<file path="src/rtl/ucode_seq.sv">
// rtl/ucode_seq.sv - writable microcode control store with integrated microsequencer
//
// Purpose: holds DEPTH control words loaded through a write port and fetches one
// word per enabled cycle. The fetch address comes from a sequencing operation
// (next, jump, conditional branch, call, return, hold) backed by a bounded
// return stack.
//
// Ports:
//   clk2      in   clock, all state changes on its rising edge
//   reset     in   asynchronous active-low reset
//   en        in   advance enable; 0 freezes everything except store writes
//   restart   in   synchronous restart, honoured only when en=1
//   seq_op    in   sequencing operation for the word currently on cword
//   cond      in   branch condition for BRC
//   jmp_addr  in   target for JMP/BRC/CALL
//   ld_en     in   store write strobe
//   ld_addr   in   store write address
//   ld_data   in   store write data
//   cword     out  current control word (registered)
//   cw_addr   out  address of the current control word
//   cw_valid  out  cword holds a fetched word
//   seq_err   out  sticky stack overflow/underflow flag

module ucode_seq #(
    parameter int CW_WIDTH    = 21,
    parameter int DEPTH       = 8,
    parameter int START_ADDR  = 1,
    parameter int STACK_DEPTH = 2,
    localparam int AW         = $clog2(DEPTH)
) (
    input  logic                clk2,
    input  logic                reset,
    input  logic                en,
    input  logic                restart,
    input  logic [2:0]          seq_op,
    input  logic                cond,
    input  logic [AW-1:0]       jmp_addr,
    input  logic                ld_en,
    input  logic [AW-1:0]       ld_addr,
    input  logic [CW_WIDTH-1:0] ld_data,
    output logic [CW_WIDTH-1:0] cword,
    output logic [AW-1:0]       cw_addr,
    output logic                cw_valid,
    output logic                seq_err
);

    localparam int SPW = $clog2(STACK_DEPTH + 1);

    localparam logic [AW-1:0]  START   = AW'(START_ADDR);
    localparam logic [SPW-1:0] SP_FULL = SPW'(STACK_DEPTH);
    localparam logic [SPW-1:0] SP_ONE  = SPW'(1);

    localparam logic [2:0] OP_JMP  = 3'b001;
    localparam logic [2:0] OP_BRC  = 3'b010;
    localparam logic [2:0] OP_CALL = 3'b011;
    localparam logic [2:0] OP_RET  = 3'b100;
    localparam logic [2:0] OP_HOLD = 3'b101;

    logic [CW_WIDTH-1:0] r_mem   [DEPTH];
    logic [AW-1:0]       r_stack [STACK_DEPTH];
    logic [SPW-1:0]      r_sp;
    logic [CW_WIDTH-1:0] r_cword;
    logic [AW-1:0]       r_cw_addr;
    logic                r_cw_valid;
    logic                r_seq_err;

    logic [AW-1:0]       w_next;
    logic [AW-1:0]       w_top;
    logic [AW-1:0]       w_fetch;
    logic                w_push;
    logic                w_pop;
    logic                w_err_set;

    // DEPTH is a power of two, so the natural AW-bit overflow gives the wrap.
    assign w_next = r_cw_addr + AW'(1);

    // Top-of-stack select by compare rather than r_sp-1 indexing, so the
    // pointer width never has to match the array index width.
    always_comb begin
        w_top = '0;
        for (int i = 0; i < STACK_DEPTH; i++) begin
            if (r_sp == SPW'(i + 1)) begin
                w_top = r_stack[i];
            end
        end
    end

    always_comb begin
        w_fetch   = START;
        w_push    = 1'b0;
        w_pop     = 1'b0;
        w_err_set = 1'b0;
        if (!restart && r_cw_valid) begin
            case (seq_op)
                OP_JMP:  w_fetch = jmp_addr;
                OP_BRC:  w_fetch = cond ? jmp_addr : w_next;
                OP_CALL: begin
                    w_fetch = jmp_addr;
                    if (r_sp == SP_FULL) begin
                        w_err_set = 1'b1;
                    end else begin
                        w_push = 1'b1;
                    end
                end
                OP_RET: begin
                    if (r_sp == '0) begin
                        w_err_set = 1'b1;
                        w_fetch   = START;
                    end else begin
                        w_pop   = 1'b1;
                        w_fetch = w_top;
                    end
                end
                OP_HOLD: w_fetch = r_cw_addr;
                default: w_fetch = w_next;
            endcase
        end
    end

    // Store is never reset; writes are simply suppressed while reset is low.
    always_ff @(posedge clk2) begin
        if (reset && ld_en) begin
            r_mem[ld_addr] <= ld_data;
        end
    end

    // Stack entries carry no reset: validity is tracked entirely by r_sp.
    always_ff @(posedge clk2) begin
        for (int i = 0; i < STACK_DEPTH; i++) begin
            if (en && w_push && r_sp == SPW'(i)) begin
                r_stack[i] <= w_next;
            end
        end
    end

    // cword samples r_mem before the same-edge store write lands, which gives
    // read-before-write when ld_addr matches the fetch address.
    always_ff @(posedge clk2 or negedge reset) begin
        if (!reset) begin
            r_cword    <= '0;
            r_cw_addr  <= START;
            r_cw_valid <= 1'b0;
            r_seq_err  <= 1'b0;
            r_sp       <= '0;
        end else if (en) begin
            r_cword    <= r_mem[w_fetch];
            r_cw_addr  <= w_fetch;
            r_cw_valid <= 1'b1;
            if (restart) begin
                r_sp      <= '0;
                r_seq_err <= 1'b0;
            end else begin
                if (w_push) begin
                    r_sp <= r_sp + SP_ONE;
                end else if (w_pop) begin
                    r_sp <= r_sp - SP_ONE;
                end
                if (w_err_set) begin
                    r_seq_err <= 1'b1;
                end
            end
        end
    end

    assign cword    = r_cword;
    assign cw_addr  = r_cw_addr;
    assign cw_valid = r_cw_valid;
    assign seq_err  = r_seq_err;

endmodule

</file>
<file path="config.mk">
export PLATFORM = sky130hd
export DESIGN_NAME = ucode_seq
export DESIGN_NICKNAME = d
export VERILOG_FILES = /design/src/rtl/ucode_seq.sv
export SDC_FILE = /design/constraint.sdc
export NUM_CORES = 1
export LEC_CHECK = 0
export ABC_AREA = 1
export CORE_AREA = 2 2 106 211
export DETAILED_ROUTE_END_ITERATION = 8
export DIE_AREA = 0 0 108 213
export MAX_ROUTING_LAYER = met4
export PLACE_DENSITY = 0.62
export SLEW_MARGIN = 20
export SYNTH_ARGS = -nofsm -noshare
export SYNTH_HDL_FRONTEND = slang
export SYNTH_SLANG_ARGS = --single-unit
</file>
<file path="constraint.sdc">
create_clock -name clk2 -period 3.8 [get_ports clk2]
set_input_delay 0.57 -clock clk2 [delete_from_list [all_inputs] [get_ports clk2]]
set_output_delay 0.57 -clock clk2 [all_outputs]
set_load 0.02 [all_outputs]
</file>
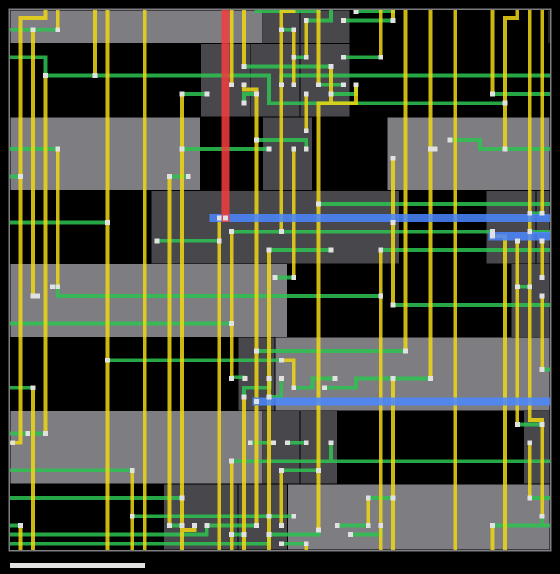
run_1/closeup.png
The bar under the picture is 5 µm long. Region (44, 139) to (64, 159) µm. Cells in gray, sequential cells in the stronger gray; small squares are vias.
- yellow: M2
- green: M1
- blue: M3
- red: M4
- netlist names of flops here include: `r_mem` (6)
- most frequent: nand3_1 (8), edfxtp_1 (6), nand2_1 (2)
- sequential cells in the window: 6
- cells with their middle in the window: 19

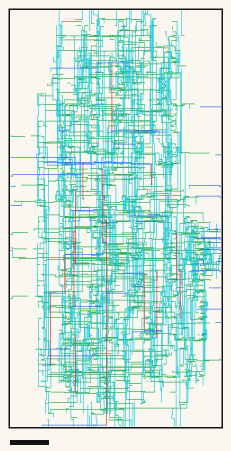
run_1/layers.png
The bar under the picture is 20 µm long.
- green: M1 (wire length 7560 µm)
- blue: M3 (wire length 671 µm)
- red: M4 (wire length 478 µm)
- cyan: M2 (wire length 11500 µm)

==> flow_summary.ini, run 1 <==
; flow metrics
[routing]
dr_wl_met3_um = 671
vias_per_cell = 5.135
top_layer_used = met4
num_vias = 5823

[worst_setup_path]
slowest_stage = o21bai_4
worstPathCellList = inv_1 -> ha_1 -> inv_1 -> nand3_1 -> nand2_1 -> nand2_1 -> nand3_1 -> o21bai_4 -> buf_4 -> nand3_1 -> nand3_1 -> nand3_1
crit_cells = 12
critPathLaunchType = flip-flop

[timing]
setup_violations = 0

[run_status]
status = complete, no violations

[yosys]
simple_gate_share_pct = 23.20
ys_types = 28

[cells_and_area]
final_layout_top_logic_cells = nand3_1, nand2_1, edfxtp_1
comb_cells = 460
buffers_excl_clock = 80
seq_area_share_pct = 58.29
n_clock_buffer = 24
insertedDiodeCount = 0

[floorplan]
ios = 62

[clock_network]
clk_pin_slew_worst_paths_ns = 0.07
clkLatencyLatePin_ns = 0.48
h-tree-depth = 1

[power_and_ir_drop]
power.leakage_nw = 4.042

[place]
gp_congestion = 0.7929

[grt]
antenna_found_initial = 0
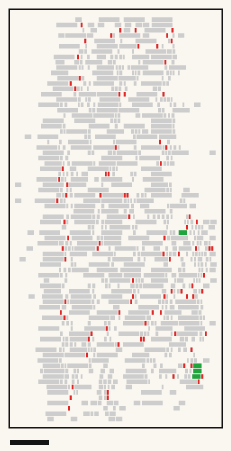
run_1/gates.png
The bar under the picture is 20 µm long.
- red: inv cells (cells 87; where spread over the die)
- green: fa/ha/maj cells (cells 4; where bottom right)

-- run 1: through the flow --
| stage | instance area, µm² | instances | worst slack [ns] | hold WS (ns) |
|---|---|---|---|---|
| floorplan | 8638 | 790 | 1.714 | 0.2744 |
| global route | 10170 | 1134 | 0.7092 | 0.1815 |
| detailed placement | 9547 | 1102 | 0.5647 | 0.4722 |
| finish | 10170 | 1134 | 0.9646 | 0.1374 |
| global placement | 9547 | 1102 | 0.6494 | 0.4608 |
| CTS | 10170 | 1134 | 0.9648 | 0.1485 |
-- run 1: cell families after synthesis --
kind of cell               after synthesis
buffers and inverters                  128
AOI/OAI and AO/OA                       16
DFF                                    202
and+or+nand+nor                        440
adders and majority gates                4
-- run 1: cells in the mapped netlist, types with 2 or more instances --
cell / number / area (µm²)
a21oi_1: 3 / 15.01
buf_2: 23 / 115.1
buf_4: 13 / 97.59
clkbuf_1: 4 / 15.01
dfrtp_1: 27 / 675.7
edfxtp_1: 174 / 5225
ha_1: 4 / 50.05
inv_1: 82 / 307.8
inv_2: 4 / 15.01
nand2_1: 191 / 716.9
nand3_1: 201 / 1006
nand3b_1: 22 / 165.2
nor2_1: 17 / 63.81
nor2_2: 2 / 12.51
nor3_1: 3 / 15.01
o21ai_0: 7 / 35.03
o21ai_1: 2 / 10.01
-- run 1: power breakdown --
part	internal [mW]	total [mW]	switching (mW)
combinational	0.275	0.746	0.470
clock	1.11	1.88	0.773
sequential	2.51	2.56	0.0504
total	3.89	5.19	1.29
-- run 1: flip-flops by register name (all words and copies together) (netlist names) --
register	count
cword	21
r_sp	2
cw_addr	3
cw_valid	1
r_mem	168
r_stack	6
seq_err	1
## Run 2: what changed since run 1
Clock period 3.8 ns to 2.8 ns, I/O delays scaled along.
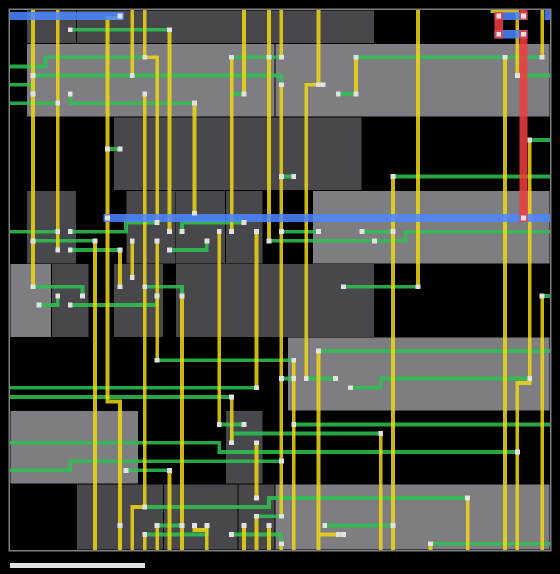
run_2/closeup.png
The bar under the picture is 5 µm long. Region (44, 139) to (64, 159) µm. Cells in gray, sequential cells in the stronger gray; small squares are vias.
- yellow: M2
- red: M4
- green: M1
- blue: M3
- cells with their middle in the window: 17
- netlist names of flops here include: `r_mem` (4), `cword` (1)
- sequential cells in the window: 5
- most frequent: nand2_1 (4), nand3_1 (4), edfxtp_1 (4)

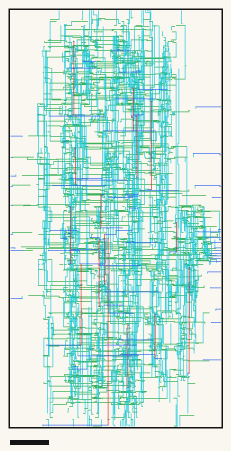
run_2/layers.png
The bar under the picture is 20 µm long.
GRT Total Usage: 18.26%
via count: 5803
total wire length: 19920 µm
routed len/inst: 17.52 µm

==> run 2 against run 1 <==
Sequential share of layout area shrank 0.42 points. Critical path type unchanged. Clock skew grew 0.0036 ns. Flip-flop count is the same.
==> flow_summary.ini, run 2 <==
; flow metrics
[run_status]
status = complete, no violations

[cells_and_area]
insertedDiodeCount = 0
final_layout_top_logic_cells = nand3_1, nand2_1, edfxtp_1
regMostFlops = r_mem
largest_reg_flops = 168

[timing]
hold_slack_ns = 0.3483
setup_violations = 0

[worst_setup_path]
slowest_stage = dfstp_2
crit_cells = 10
worstPathCellList = ha_1 -> nand2_1 -> nand2_1 -> nand2_1 -> nand3_1 -> o21bai_4 -> buf_12 -> nand3_1 -> nand3_1 -> nand3_1
critPathLaunchType = flip-flop

[power_and_ir_drop]
p_sw_share_pct = 25.21
p_sw_mw = 1.729
internal_power_mw = 5.129
clock_power_share_pct = 34.1
combPwrFrac_pct = 15.1
seq_power_share_pct = 50.7

[yosys]
synth_top_area_share_pct = 60.49
simple_gate_share_pct = 23.20
top_area_cell = edfxtp_1
most_common_cell = nand3_1
topCellsByArea = edfxtp_1, nand3_1, nand2_1
ys_top_cells_by_count = nand3_1, nand2_1, edfxtp_1

[routing]
dr_wl_met3_um = 771
vias_per_cell = 5.104

[grt]
antenna_found_initial = 0
grtUsageMet1_pct = 19.76

[clock_network]
clkLatencyLatePin_ns = 0.48
h-tree-depth = 1
clk_pin_slew_worst_paths_ns = 0.07

[floorplan]
ios = 62

[place]
gp_congestion = 0.8206
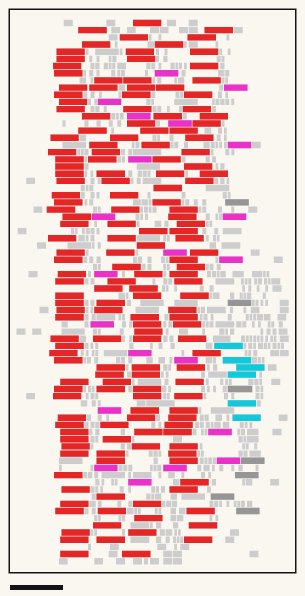
run_2/ff_map.png
The bar under the picture is 20 µm long.
- red: `r_mem` (placed flops 168)
- cyan: `r_stack` (placed flops 6)
- magenta: `cword` (placed flops 21)
- not colored: 7

## run 2: cell types whose count changed in the layout (fill, tap and decap cells not counted), sizes merged
cell | before | now
clkinvlp | 1 | 2
dlygate4sd3 | 0 | 1
clkbuf | 24 | 23
buf | 20 | 24
inv | 86 | 87
clkinv | 6 | 3
## run 2: what timing repair did
item                                    CTS  global route
endpoints found under the setup margin    0             0
hold endpoints to repair                  7             0
hold buffers                              1             0
## run 2: layout make-up
type                       count  area, µm²  area share (%)
tap                          273      341.6           3.335
clock buffer                  23      447.9           4.374
inverter                      87      326.6           3.189
clock inverter                 7      93.84          0.9163
sequential                   202       5927           57.87
multi-input combinational    460       2178           21.27
timing repair buffer          85      925.9           9.041
## run 2: through the flow
step	power [mW]	std cells	util (%)	area, µm²	setup WS, ns
4_1_cts	6.911	1137	47.87	10240	0.4913
5_1_grt	7.125	1137	47.87	10240	0.3207
2_1_floorplan	4.135	790	-	8638	0.8638
3_3_place_gp	4.582	1106	45.29	9689	0.3242
6_report	6.858	1137	47.87	10240	0.5073
3_5_place_dp	4.592	1106	45.29	9689	0.2698
## run 2: logic make-up after synthesis
| group | count (synthesis) |
|---|---|
| adder cells (fa/ha/maj) | 4 |
| AND/OR/NAND/NOR | 440 |
| AND-OR/OR-AND | 16 |
| buffers and inverters | 128 |
| flip-flops | 202 |
## run 2: power groups by stage
stage | Combinational, mW | Sequential [mW] | Clock (mW)
2_1_floorplan | 0.526 | 3.61 | 0
3_5_place_dp | 1.05 | 3.55 | 0
3_3_place_gp | 1.03 | 3.55 | 0
6_report | 1.04 | 3.48 | 2.34
4_1_cts | 1.05 | 3.48 | 2.38
5_1_grt | 1.15 | 3.49 | 2.49
Power figures rest on the tool's default switching activity, not on a simulated workload.
